### src/rtl/load_store_unit.sv
// Load/store unit: sits between the CPU datapath and a word-wide data memory.
// Word loads and word stores take a single memory cycle. Byte and halfword
// stores read the word, patch the addressed lane(s) and write it back.
// Misaligned or illegal-size accesses skip memory and go straight to the
// response state with Fault raised. Bytes are little-endian within a word.
module load_store_unit (
  input  logic        Clock,
  input  logic        Reset,
  input  logic        Request,
  input  logic        Write,
  input  logic [1:0]  Size,
  input  logic        SignExtend,
  input  logic [31:0] Address,
  input  logic [31:0] StoreData,
  output logic        Busy,
  output logic        Done,
  output logic        Fault,
  output logic [31:0] LoadData,
  output logic [31:0] MemAddress,
  output logic [31:0] MemWriteData,
  output logic        MemEnableWrite,
  input  logic [31:0] MemReadData
);

  localparam logic [1:0] SZ_BYTE = 2'b00;
  localparam logic [1:0] SZ_HALF = 2'b01;
  localparam logic [1:0] SZ_WORD = 2'b10;
  localparam logic [1:0] SZ_ILL  = 2'b11;

  typedef enum logic [2:0] {
    IDLE   = 3'd0,
    LOAD   = 3'd1,
    STORE  = 3'd2,
    RMW_RD = 3'd3,
    RMW_WR = 3'd4,
    RESP   = 3'd5
  } state_t;

  // Everything captured from the CPU when an access is accepted.
  typedef struct packed {
    logic        write;
    logic [1:0]  size;
    logic        sext;
    logic [31:0] addr;
    logic [31:0] wdata;
  } req_t;

  state_t      state_q, state_d;
  req_t        req_q, req_d;
  logic        fault_q, fault_d;
  logic [31:0] rdword_q, rdword_d;
  logic [31:0] load_q, load_d;

  logic        req_fault;
  logic        mem_phase;
  logic        wr_phase;

  // Pick the addressed lane out of a memory word and extend it to 32 bits.
  function automatic logic [31:0] extract_load(input logic [31:0] word,
                                               input logic [1:0]  size,
                                               input logic [1:0]  off,
                                               input logic        sext);
    logic [7:0]  b;
    logic [15:0] h;
    logic [31:0] r;
    case (off)
      2'd0:    b = word[7:0];
      2'd1:    b = word[15:8];
      2'd2:    b = word[23:16];
      default: b = word[31:24];
    endcase
    h = off[1] ? word[31:16] : word[15:0];
    case (size)
      SZ_BYTE: r = {{24{sext & b[7]}}, b};
      SZ_HALF: r = {{16{sext & h[15]}}, h};
      default: r = word;
    endcase
    return r;
  endfunction

  // Overlay the low store bits onto the addressed lane(s) of the old word.
  function automatic logic [31:0] merge_store(input logic [31:0] word,
                                              input logic [1:0]  size,
                                              input logic [1:0]  off,
                                              input logic [31:0] data);
    logic [31:0] r;
    r = word;
    if (size == SZ_BYTE) begin
      case (off)
        2'd0:    r[7:0]   = data[7:0];
        2'd1:    r[15:8]  = data[7:0];
        2'd2:    r[23:16] = data[7:0];
        default: r[31:24] = data[7:0];
      endcase
    end else if (size == SZ_HALF) begin
      if (off[1]) r[31:16] = data[15:0];
      else        r[15:0]  = data[15:0];
    end
    return r;
  endfunction

  // Illegal size, or a halfword/word that straddles its natural boundary.
  always_comb begin
    req_fault = 1'b0;
    case (Size)
      SZ_ILL:  req_fault = 1'b1;
      SZ_HALF: req_fault = Address[0];
      SZ_WORD: req_fault = |Address[1:0];
      default: req_fault = 1'b0;
    endcase
  end

  // Next-state logic plus capture of the request, read word and load result.
  always_comb begin
    state_d  = state_q;
    req_d    = req_q;
    fault_d  = fault_q;
    rdword_d = rdword_q;
    load_d   = load_q;
    case (state_q)
      IDLE: begin
        if (Request) begin
          req_d.write = Write;
          req_d.size  = Size;
          req_d.sext  = SignExtend;
          req_d.addr  = Address;
          req_d.wdata = StoreData;
          fault_d     = req_fault;
          if (req_fault)          state_d = RESP;
          else if (!Write)        state_d = LOAD;
          else if (Size == SZ_WORD) state_d = STORE;
          else                    state_d = RMW_RD;
        end
      end
      LOAD: begin
        load_d  = extract_load(MemReadData, req_q.size, req_q.addr[1:0], req_q.sext);
        state_d = RESP;
      end
      STORE: state_d = RESP;
      RMW_RD: begin
        rdword_d = MemReadData;
        state_d  = RMW_WR;
      end
      RMW_WR: state_d = RESP;
      RESP: begin
        // Fault only has meaning during the response cycle; clear it here.
        fault_d = 1'b0;
        state_d = IDLE;
      end
      default: state_d = IDLE;
    endcase
  end

  // State and datapath registers; reset clears everything, aborting any access.
  always_ff @(posedge Clock) begin
    if (Reset) begin
      state_q  <= IDLE;
      req_q    <= '0;
      fault_q  <= 1'b0;
      rdword_q <= '0;
      load_q   <= '0;
    end else begin
      state_q  <= state_d;
      req_q    <= req_d;
      fault_q  <= fault_d;
      rdword_q <= rdword_d;
      load_q   <= load_d;
    end
  end

  // Memory-facing and CPU-facing outputs decoded from the current state.
  always_comb begin
    mem_phase      = (state_q == LOAD) || (state_q == STORE) ||
                     (state_q == RMW_RD) || (state_q == RMW_WR);
    wr_phase       = (state_q == STORE) || (state_q == RMW_WR);
    Busy           = (state_q != IDLE);
    Done           = (state_q == RESP);
    Fault          = Done & fault_q;
    LoadData       = load_q;
    MemAddress     = mem_phase ? {req_q.addr[31:2], 2'b00} : 32'h0;
    MemWriteData   = 32'h0;
    if (state_q == STORE)
      MemWriteData = req_q.wdata;
    else if (state_q == RMW_WR)
      MemWriteData = merge_store(rdword_q, req_q.size, req_q.addr[1:0], req_q.wdata);
    // Reset gates the strobe immediately so an aborted access never writes.
    MemEnableWrite = wr_phase & req_q.write & ~Reset;
  end

endmodule

### config.mk
export PLATFORM = sky130hd
export DESIGN_NAME = load_store_unit
export DESIGN_NICKNAME = d
export VERILOG_FILES = /design/src/rtl/load_store_unit.sv
export SDC_FILE = /design/constraint.sdc
export NUM_CORES = 1
export LEC_CHECK = 0
export CAP_MARGIN = 40
export CORE_MARGIN = 2
export CORE_UTILIZATION = 35
export CTS_BUF_LIST = sky130_fd_sc_hd__clkbuf_16
export DETAILED_ROUTE_END_ITERATION = 10
export GPL_ROUTABILITY_DRIVEN = 0
export GPL_TIMING_DRIVEN = 0
export MAX_ROUTING_LAYER = met4
export RECOVER_POWER = 50
export SLEW_MARGIN = 5
export SYNTH_ARGS = -nofsm -noshare
export SYNTH_HDL_FRONTEND = slang
export SYNTH_SLANG_ARGS = --single-unit
### constraint.sdc
create_clock -name Clock -period 4.5 [get_ports Clock]
set_input_delay 0.9 -clock Clock [delete_from_list [all_inputs] [get_ports Clock]]
set_output_delay 0.9 -clock Clock [all_outputs]
set_load 0.01 [all_outputs]
==> run notes <==
The flow run is done. Setup repair after global routing left no endpoint under its margin. Per the detail_route report, routed wire per instance is roughly 18 µm. Once detail routing completed, the nets flagged for antenna violations numbered 0. Measured against the total synthesized area, the mux share comes to 0.0366. Number of multi-input logic gates landed at between 600 and 700. The critical path starts at req_q[33]$_SDFFE_PP0P_.

The most used flip-flop cell after synthesis is sky130_fd_sc_hd__dfxtp_1. The synthesized instance count is 845. Per the hold report, the tightest min-delay path originates at req_q[56]$_SDFFE_PP0P_. The number of hold buffers added after CTS was 0. The final hold violation count recorded for this run is 0. DRC violation total after the first TritonRoute iteration landed at approximately 480. Post-CTS setup buffer count landed at 0. Prior to clock tree synthesis, the placed netlist has a worst setup slack of 1.31 ns.

The layout has 17 clock buffers. Final instance area landed at 9380 µm². The tool flagged a number of max-cap violations equal to 0.

Looking at the reg2reg group, the worst path ends at LoadData[27]$_SDFFE_PP0N_. Number of flip-flops in the largest register landed at slightly below 70. After detailed routing, the met3 layer carries 1.91 mm of wire. Counting every sink on the clock net gives about 140. Sequential cells placed in the final layout were counted as 136.

Achievable clock frequency landed at 270 MHz. Headroom to the max-slew limit landed at 0.122. The run finished with clean final reports.

In this run, the synthesized area fraction spent on AND-OR/OR-AND gates is recorded as 0.235. Once synthesis finished, the tally of register bits stood at about 140. The critical path goes through buf_4, nand2_2, nor2_1, a211oi_1, o31ai_1, clkdlybuf4s50_1. The largest single stage delay on the critical path is roughly 0.61 ns. The report lists the power per cell area as around 380 nW/µm².

Area added between synthesis and finish landed at 43.8%. In the global route stage, met2 resource usage came out at 0.368. Combinational group share of total power landed at 0.211.
Fig. 1: metal 3
Scale bar: 50 µm.
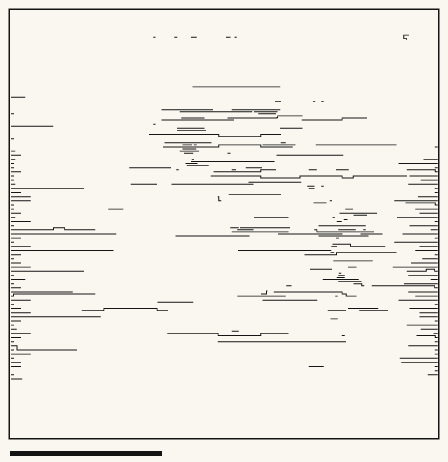
main direction: horizontal
nets with wire on the layer: 184
wire length on this layer: 1910 µm
GR met3 Demand/Resource: 0.0609
via total after detailed routing: 6808
Routed WL: 24.0 mm

Fig. 2: sequential cells coloured by netlist name
Scale bar: 50 µm. Other sequential cells in the stronger grey, the rest of the logic in the fainter grey.
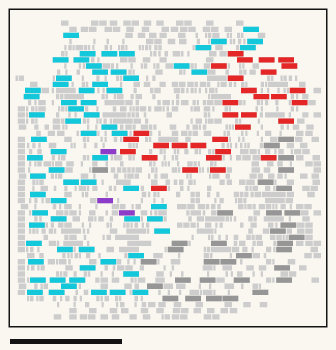
| colour | signal | placed flops |
|---|---|---|
| red | `rdword_q` | 32 |
| purple | `state_q` | 3 |
| cyan | `req_q` | 68 |
not coloured: 33
share of the core filled with cells: 0.517
Flop+latch power: 1360 µW
sequential cell area: 2720 µm²

Fig. 3: local utilization
14 x 14 tiles, from white (low) to dark blue (high), 0 to 100% covered.
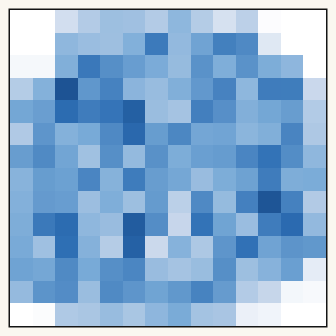
fullest tile: 86%
mean over tiles: 46%
tiles over 75% full: 4.6%
nearly empty tiles: 6.6%
core region area: 18100 µm²
core utilization before placement: 0.359

Power is estimated from default activity; no workload was simulated.
